==> config.mk <==
export PLATFORM = sky130hd
export DESIGN_NAME = alloc_tracker
export DESIGN_NICKNAME = d
export VERILOG_FILES = /design/src/rtl/alloc_tracker_pkg.sv /design/src/rtl/alloc_bounds_calc.sv /design/src/rtl/alloc_tracker.sv
export SDC_FILE = /design/constraint.sdc
export NUM_CORES = 1
export LEC_CHECK = 0
export CORE_MARGIN = 3
export CORE_UTILIZATION = 45
export DETAILED_ROUTE_END_ITERATION = 10
export HOLD_SLACK_MARGIN = 0.15
export PLACE_DENSITY = 0.73
export SYNTH_ARGS = -nofsm -noshare
export SYNTH_HDL_FRONTEND = slang
export SYNTH_SLANG_ARGS = --single-unit
==> constraint.sdc <==
create_clock -name clk_i -period 6.4 [get_ports clk_i]
set_input_delay 0.64 -clock clk_i [delete_from_list [all_inputs] [get_ports clk_i]]
set_output_delay 0.64 -clock clk_i [all_outputs]
set_load 0.01 [all_outputs]
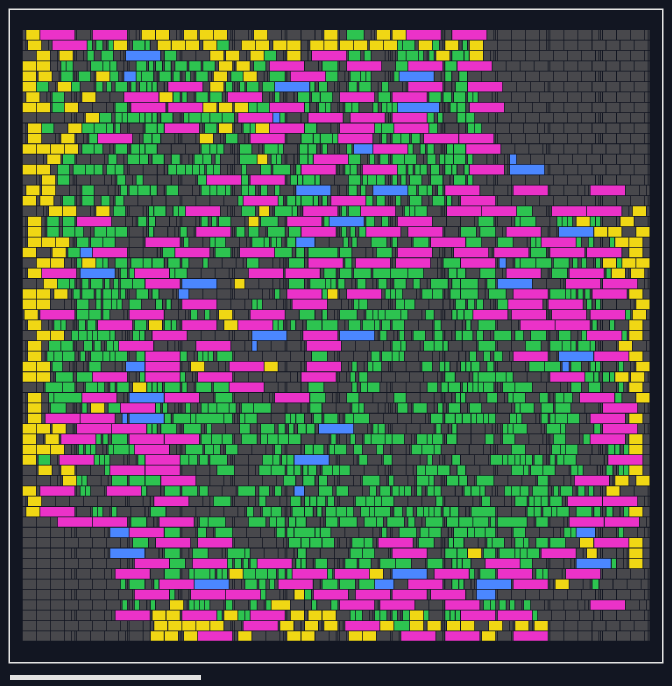
Figure 1: run 1, placement by cell class.
The bar under the picture is 50 um long. Fill, decap, tap and diode cells in gray.
class	color	cells
all other logic	green	1068
other buffers and delay cells	yellow	216
flip-flops	magenta	204
clock drivers and dummy loads	blue	41
Final Core Density: 0.583
CORE AREA: 0.0264 mm2
final instance area: 0.0154 mm2
Seq area share: 0.331

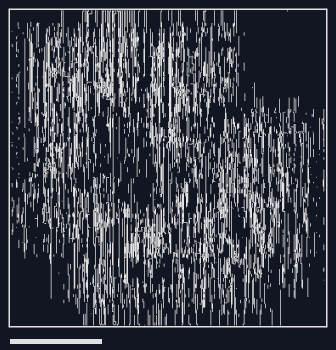
Figure 2: run 1, metal 2.
The bar under the picture is 50 um long.
longest straight run	59.5 um
wire length on this layer	16100 um
share of all routed wire	46%
nets with wire on the layer	1447
met2 Use GR: 0.380
detailed-route via count: 10.6k
Routed WL: 35.1 mm

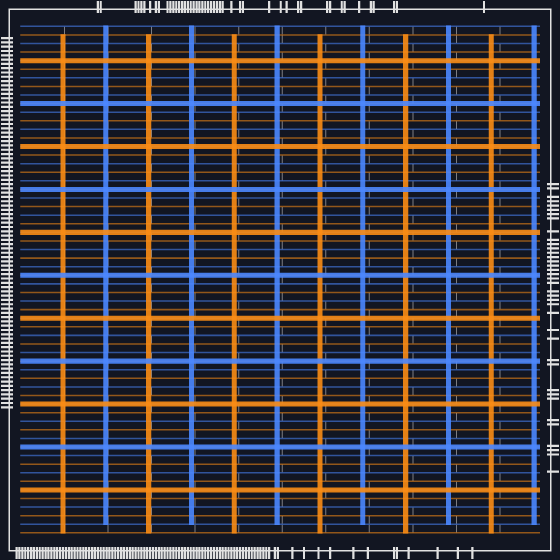
Figure 3: run 1, floorplan with the power grid.
Pins as bars on the die edge. Tap cells in gray.
net	color
VSS	orange
VDD	blue
met4 straps	12
met1 rails	60
tap cells	335
rows	59
Die Ht: 171 um
Worst VDD drop: 0.148 mV
Die X: 171 um

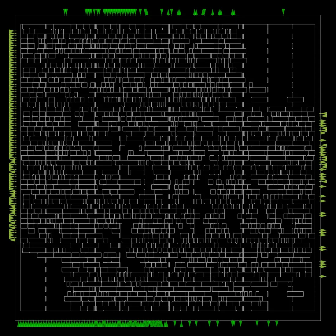
Figure 4: run 1, placed standard cells.
Tapcells: 335
# rows: 59
fin cells: 1864
Fillers: 2281

==> results_dict.tcl, run 1 <==
# implementation run metrics
set metrics [dict create \
    status "finished clean" \
    area_growth_pct 25.7 \
    synth_top_cell_by_area "dfrtp_1" \
    cts_root_buffer "clkbuf_16" \
    grt_overflow 0 \
    grt_pass1_wl_mm 55.8 \
    clk_pin_slew_ns 0.06 \
    ant_nets 0 \
    netlist_area_mm2 0.0123 \
    clk_latency_ns 0.52 \
    flop_area_mm2 0.00510 \
    drc 0 \
    buffer_area_frac 0.139 \
    cts_made_buffers 23 \
    htreeDepth 1 \
    place_ws_ns 1.80 \
    yosys-top-cells-area "dfrtp_1 (42%), mux2_2 (6.4%), xnor2_1 (6.2%)" \
    p_total_w 0.00282 \
    crit_path_frequent_cell "o31a_1" \
    slew_violations 0 \
    ys_sh_mux 0.0659 \
    dpl.hpwl_mm 27.0 \
    fp_util 0.464 \
    antenna_found_initial 1 \
    grt_busiest_layer "met2" \
    synth_adder_area_share 0.0451 \
    fin_crit_sh 0.709 \
    tightestPinTransition_ns 1.10 \
    seq_cells 204 \
    ys_sh_aoi 0.105 \
    clk_share 0.0494 \
    rsz0062_at_grt "false" \
    synthDistinctLibCells 77 \
    routed.top_layer "met5" \
    crit_cells 11 \
    grt_max_degree 91 \
    lay_top_count "clkdlybuf4s50_1" \
    ys_sh_simple 0.221 \
    cts.sinks 204 \
    portBuffers 209 \
    drt-initial-drc-count 723 \
    clockBufferDepth 3 \
    wl_met1_mm 15.8 \
    yosys_warnings 0 \
    clockPowerShare 0.471 \
    fin_crit_ns 4.54 \
    final_cell_mix "clkdlybuf4s50_1 (208), dfrtp_1 (204), nand2_1 (194), nor2_1 (112), xnor2_1 (87)" \
    fin_tns_setup_ns 0 \
    mi_logic_area_mm2 0.00687 \
    setup_slack_ns 1.86 \
    p_seq_w 0.00129 \
    drt_first_pass_iters 6 \
    slowest_stage "o311ai_0" \
    met2_length_mm 16.1 \
]
--- run 2 (diff from run 1) ---
clock period = 4.42 ns   (was 6.4 ns; I/O delays follow)
==> run 2 against run 1 <==
  * Critical path depth increased by 1
  * Sequential share of layout area decreased by 0.43 points
  * Clock skew decreased by 0.0034 ns
  * Worst hold slack improved by 0.35 ns
  * Total power increased by 48%
  * Combinational power increased by 47%
==> results_dict.tcl, run 2 <==
# implementation run metrics
set metrics [dict create \
    status "finished clean" \
    mi_logic_area_mm2 0.00689 \
    p_total_w 0.00416 \
    yosys_warnings 0 \
    clk_share 0.0506 \
    ys_seq_frac 0.416 \
    synth_adder_area_share 0.0451 \
    fin_crit_sh 0.948 \
    grt_max_degree 97 \
    cts.sinks 204 \
    grt_busiest_layer "met2" \
    routed.top_layer "met4" \
    buffer_area_frac 0.147 \
    vias 10575 \
    setup_slack_ns 0.228 \
    drc 0 \
    crit_path_frequent_cell "o31a_1" \
    routed_wirelength_mm 35.0 \
    cts_root_buffer "clkbuf_16" \
    fp.dieW_um 171 \
    netlist_area_mm2 0.0123 \
    clockPowerShare 0.481 \
    clk_latency_ns 0.52 \
    ys_sh_aoi 0.105 \
    slowest_stage "or4b_1" \
    yosys-top-cells-area "dfrtp_1 (42%), mux2_2 (6.4%), xnor2_1 (6.2%)" \
    ys_sh_mux 0.0659 \
    met2_length_mm 16.0 \
    crit_cells 12 \
    tap_cells 335 \
    clk_pin_slew_ns 0.06 \
    fin_crit_ns 4.19 \
    vdd_drop_max_mv 0.243 \
    dpl.hpwl_mm 27.4 \
    final_cell_mix "clkdlybuf4s50_1 (208), dfrtp_1 (204), nand2_1 (194), nor2_1 (112), xnor2_1 (87)" \
    ant_nets 0 \
    drt-initial-drc-count 714 \
    slew_violations 0 \
    portBuffers 209 \
    grt_overflow 0 \
    fp_util 0.464 \
    cts_made_buffers 22 \
    core-area_mm2 0.0264 \
    top_logic_kind "simple AND/OR/NAND/NOR gates" \
    die_h_um 171 \
    flop_area_mm2 0.00510 \
    gr-usage-met2 0.382 \
    warnings 93 \
    synthDistinctLibCells 77 \
    place_ws_ns 0.194 \
    tightestPinTransition_ns 0.803 \
    wl_met1_mm 15.8 \
    drt_first_pass_iters 7 \
    fp-row-count 59 \
    fin_tns_setup_ns 0 \
    synth_top_cell_by_area "dfrtp_1" \
    ys_sh_simple 0.221 \
]
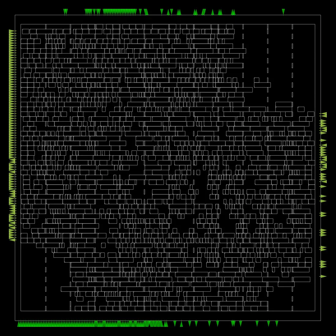
Figure 5: run 2, placed standard cells.
Fillers: 2243
Seq area share: 0.327
fin cells: 1879

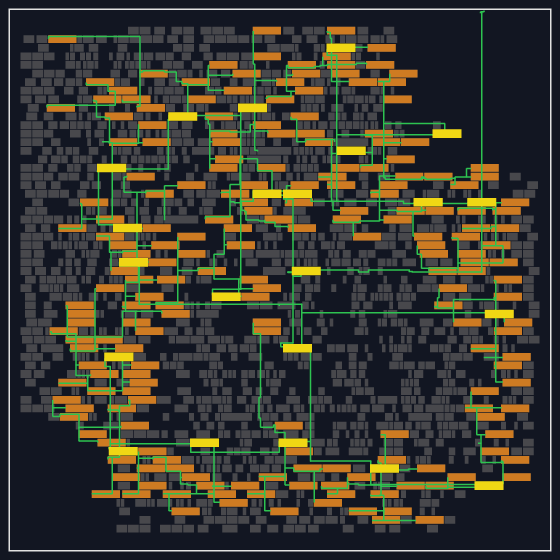
Figure 6: run 2, routed clock nets over the placement.
[flip-flops] orange | count: 204
[clock wires] green | length: 2700 um
[cells driving clock nets] yellow | count: 22
flops lie	all over the die
routed clock nets	23
Final Skew: 0.0111 ns
Clk. pwr: 0.00200 W

Power and IR drop assume default switching activity.
